## config.mk

```make
export PLATFORM = sky130hd
export DESIGN_NAME = execute_stage_fix
export DESIGN_NICKNAME = d
export VERILOG_FILES = /design/src/rtl/execute_stage_fix.sv
export SDC_FILE = /design/constraint.sdc
export NUM_CORES = 1
export LEC_CHECK = 0
export CELL_PAD_IN_SITES_DETAIL_PLACEMENT = 1
export CELL_PAD_IN_SITES_GLOBAL_PLACEMENT = 1
export CORE_MARGIN = 8
export CORE_UTILIZATION = 41
export CTS_CLUSTER_SIZE = 30
export DETAILED_ROUTE_END_ITERATION = 10
export HOLD_SLACK_MARGIN = 0.02
export PLACE_DENSITY_LB_ADDON = 0.3
export RECOVER_POWER = 50
export REMOVE_ABC_BUFFERS = 1
export SLEW_MARGIN = 20
export SYNTH_ARGS = -nofsm -noshare
export SYNTH_HDL_FRONTEND = slang
export SYNTH_SLANG_ARGS = --single-unit
```

## constraint.sdc

```tcl
create_clock -name clk -period 18.85 [get_ports clk]
set_input_delay 2.8275 -clock clk [delete_from_list [all_inputs] [get_ports clk]]
set_output_delay 2.8275 -clock clk [all_outputs]
set_load 0.01 [all_outputs]
```

## src/rtl/execute_stage_fix.sv

```systemverilog
// EX stage of the 5-stage ARMv8 pipeline: operand forwarding, ALU, branch target
// and the EX/MEM pipeline register.

module execute_stage_fix_fwd #(
  parameter int unsigned DATA_W   = 64,
  parameter int unsigned REG_W    = 5,
  parameter int unsigned ZERO_REG = 31
) (
  input  logic [REG_W-1:0]  src,
  input  logic [DATA_W-1:0] rf_val,
  input  logic              mem_we,
  input  logic [REG_W-1:0]  mem_rd,
  input  logic [DATA_W-1:0] mem_val,
  input  logic              wb_we,
  input  logic [REG_W-1:0]  wb_rd,
  input  logic [DATA_W-1:0] wb_val,
  output logic [DATA_W-1:0] fwd_val
);
  localparam logic [REG_W-1:0] ZR = REG_W'(ZERO_REG);

  // Younger producer (EX/MEM) wins over WB; XZR never forwards.
  always_comb begin
    fwd_val = rf_val;
    if (mem_we && (mem_rd == src) && (mem_rd != ZR))
      fwd_val = mem_val;
    else if (wb_we && (wb_rd == src) && (wb_rd != ZR))
      fwd_val = wb_val;
  end
endmodule

module execute_stage_fix #(
  parameter int unsigned DATA_W   = 64,
  parameter int unsigned REG_W    = 5,
  parameter int unsigned ZERO_REG = 31
) (
  input  logic              clk,
  input  logic              Reset,
  input  logic              Flush_Ex,
  input  logic              Stall_Mem,
  input  logic              ALUSrc_Ex,
  input  logic [2:0]        ALUOp_Ex,
  input  logic              MemRead_Ex,
  input  logic              MemWrite_Ex,
  input  logic              MemtoReg_Ex,
  input  logic              RegWrite_Ex,
  input  logic [REG_W-1:0]  Rd_Ex,
  input  logic [REG_W-1:0]  Rn_Ex,
  input  logic [REG_W-1:0]  Rm_Ex,
  input  logic [DATA_W-1:0] SignExt_Ex,
  input  logic [DATA_W-1:0] ReadData1_Ex,
  input  logic [DATA_W-1:0] ReadData2_Ex,
  input  logic [DATA_W-1:0] PC_Ex,
  input  logic              RegWrite_Wb,
  input  logic [REG_W-1:0]  Rd_Wb,
  input  logic [DATA_W-1:0] WriteData_Wb,
  output logic [DATA_W-1:0] ALUResult_Mem,
  output logic [DATA_W-1:0] StoreData_Mem,
  output logic [DATA_W-1:0] BranchTarget_Mem,
  output logic              Zero_Mem,
  output logic [REG_W-1:0]  Rd_Mem,
  output logic              MemRead_Mem,
  output logic              MemWrite_Mem,
  output logic              MemtoReg_Mem,
  output logic              RegWrite_Mem
);
  localparam int NUM_SRC = 2;

  typedef struct packed {
    logic [DATA_W-1:0] alu;
    logic [DATA_W-1:0] store;
    logic [DATA_W-1:0] bt;
    logic              zero;
    logic [REG_W-1:0]  rd;
    logic              mem_read;
    logic              mem_write;
    logic              mem_to_reg;
    logic              reg_write;
  } exmem_t;

  exmem_t ex_mem, ex_nxt;

  // Source 0 = Rn (operand A), source 1 = Rm (raw operand B / store data).
  logic [NUM_SRC-1:0][REG_W-1:0]  src_reg;
  logic [NUM_SRC-1:0][DATA_W-1:0] src_rf;
  logic [NUM_SRC-1:0][DATA_W-1:0] src_fwd;

  assign src_reg = {Rm_Ex, Rn_Ex};
  assign src_rf  = {ReadData2_Ex, ReadData1_Ex};

  for (genvar i = 0; i < NUM_SRC; i++) begin : g_fwd
    execute_stage_fix_fwd #(
      .DATA_W(DATA_W), .REG_W(REG_W), .ZERO_REG(ZERO_REG)
    ) u_fwd (
      .src    (src_reg[i]),
      .rf_val (src_rf[i]),
      .mem_we (ex_mem.reg_write),
      .mem_rd (ex_mem.rd),
      .mem_val(ex_mem.alu),
      .wb_we  (RegWrite_Wb),
      .wb_rd  (Rd_Wb),
      .wb_val (WriteData_Wb),
      .fwd_val(src_fwd[i])
    );
  end

  logic [DATA_W-1:0] op_a, op_b, alu_res;

  assign op_a = src_fwd[0];
  assign op_b = ALUSrc_Ex ? SignExt_Ex : src_fwd[1];

  always_comb begin
    alu_res = op_a + op_b;
    unique case (ALUOp_Ex)
      3'b001:  alu_res = op_a - op_b;
      3'b010:  alu_res = op_a & op_b;
      3'b011:  alu_res = op_a | op_b;
      3'b100:  alu_res = op_b;
      3'b101:  alu_res = op_a ^ op_b;
      3'b110:  alu_res = op_a;
      default: alu_res = op_a + op_b;
    endcase
  end

  // A flushed instruction keeps its data fields; only control and Rd are killed.
  always_comb begin
    ex_nxt            = '0;
    ex_nxt.alu        = alu_res;
    ex_nxt.store      = src_fwd[1];
    ex_nxt.bt         = PC_Ex + (SignExt_Ex << 2);
    ex_nxt.zero       = (alu_res == '0);
    if (!Flush_Ex) begin
      ex_nxt.rd         = Rd_Ex;
      ex_nxt.mem_read   = MemRead_Ex;
      ex_nxt.mem_write  = MemWrite_Ex;
      ex_nxt.mem_to_reg = MemtoReg_Ex;
      ex_nxt.reg_write  = RegWrite_Ex;
    end
  end

  always_ff @(posedge clk or posedge Reset) begin
    if (Reset)
      ex_mem <= '0;
    else if (!Stall_Mem)
      ex_mem <= ex_nxt;
  end

  assign ALUResult_Mem    = ex_mem.alu;
  assign StoreData_Mem    = ex_mem.store;
  assign BranchTarget_Mem = ex_mem.bt;
  assign Zero_Mem         = ex_mem.zero;
  assign Rd_Mem           = ex_mem.rd;
  assign MemRead_Mem      = ex_mem.mem_read;
  assign MemWrite_Mem     = ex_mem.mem_write;
  assign MemtoReg_Mem     = ex_mem.mem_to_reg;
  assign RegWrite_Mem     = ex_mem.reg_write;
endmodule

```

m3.png
(2 px per micron)
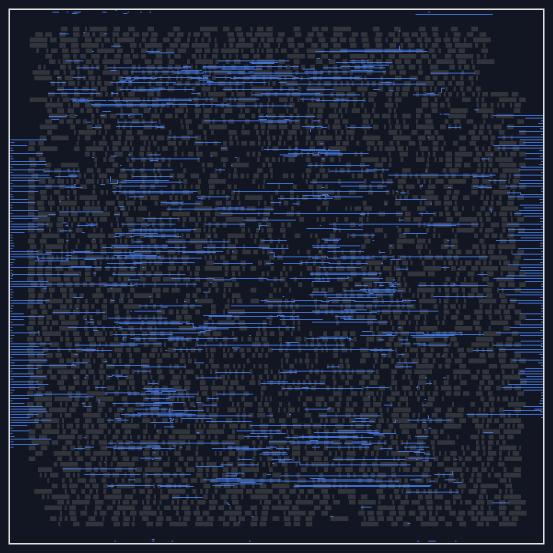
longest straight run	94.3 microns
wire length on this layer	10,800 microns

m4.png
(1.5 px per micron) Supply wires on this layer in grey.
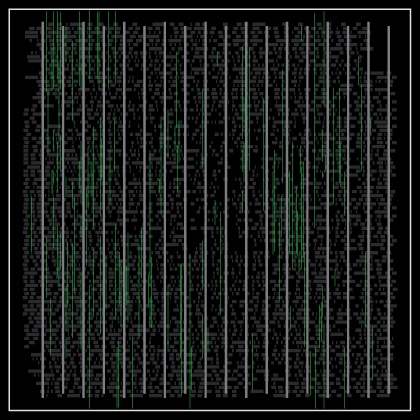
longest straight run	143 microns
share of all routed wire	4.1%
wire length on this layer	5,320 microns
nets with wire on the layer	90

m2.png
(2 px per micron)
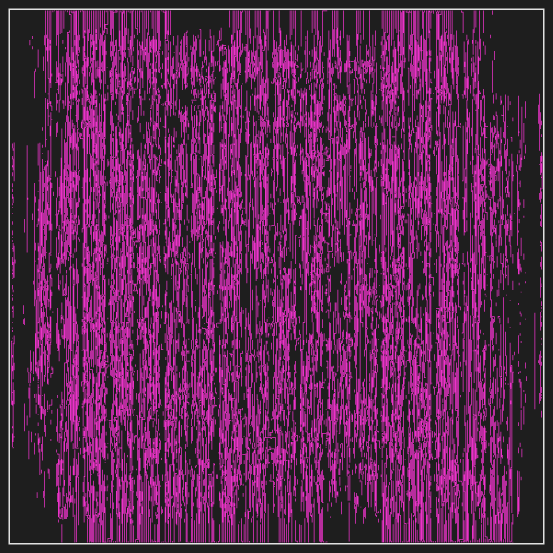
main direction	vertical
share of all routed wire	46%
nets with wire on the layer	3,913
wire length on this layer	60.3 mm

congestion_map.png
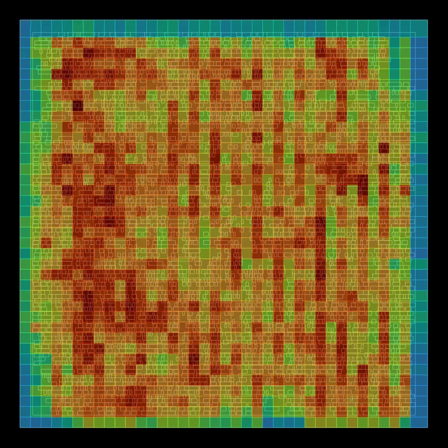
GRT Max-Usage Layer: met2
per-cell routed wire length: 28.03 microns
fin util: 52.30%

m1.png
(2 px per micron) Supply wires on this layer in grey.
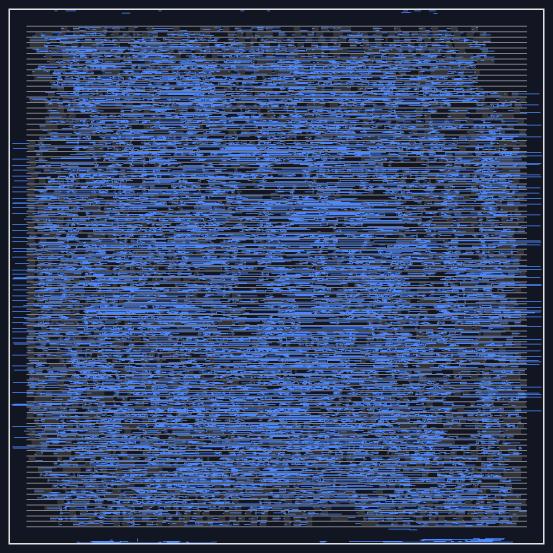
nets with wire on the layer	4,077
longest straight run	90.6 microns
main direction	horizontal

==> out/qor.csv <==
metric,value,unit
"CTS clk-pin slew, worst paths",0.05,ns
pre-CTS worst setup slack,6.819,ns
Worst Hold Depth,2,
Setup TNS,0,ns
Clk. pwr,573,uW
clock buffers,49,
hold path start,StoreData_Mem[53],
GR Overflow Total,0,
die area,71050,sq um
Lkg Pwr,0.01372,uW
YS warnings,0,
Residual DRC,0,
Reg power frac,25.4,%
met1 Use GR,45.28,%
count of final max-slew check failures,513,
worst path bufs/invs,2,
Max Cap Violations,7,
cell mode on critical path,clkbuf_1,
power share of the clock group,24.9,%
Layout area overhead,27.25,%
fin crit period,11.72,ns
RePlAce Congestion,1.027,
Post-synth ARST share,100.0,%
synthesized instance count,3399,
dominant logic cell type in the layout,clkdlybuf4s50_1,
peak supply drop,76.68,uV
worst path cell trace,clkbuf_1 -> clkbuf_1 -> nor2_1 -> a22o_1,
startpoint types,primary input,
filler cell count,7663,
sequential power,585,uW
comb. cell area,19090,sq um
CTS tree,built,
seq_cells,202,
outcome,"complete, but fails checks",
f_max,85.35,MHz
DRT Pass-1 Iters,6,
simple-gate share of the synthesized area,19.18,%
Layout Nets,4405,
Post-DP HPWL,100000,microns
cycle use final,62.16,%
failing checks,"max-capacitance violations, max-slew violations",
Data buffer area share,18.03,%
Power figures rest on the tool's default switching activity, not on a simulated workload.
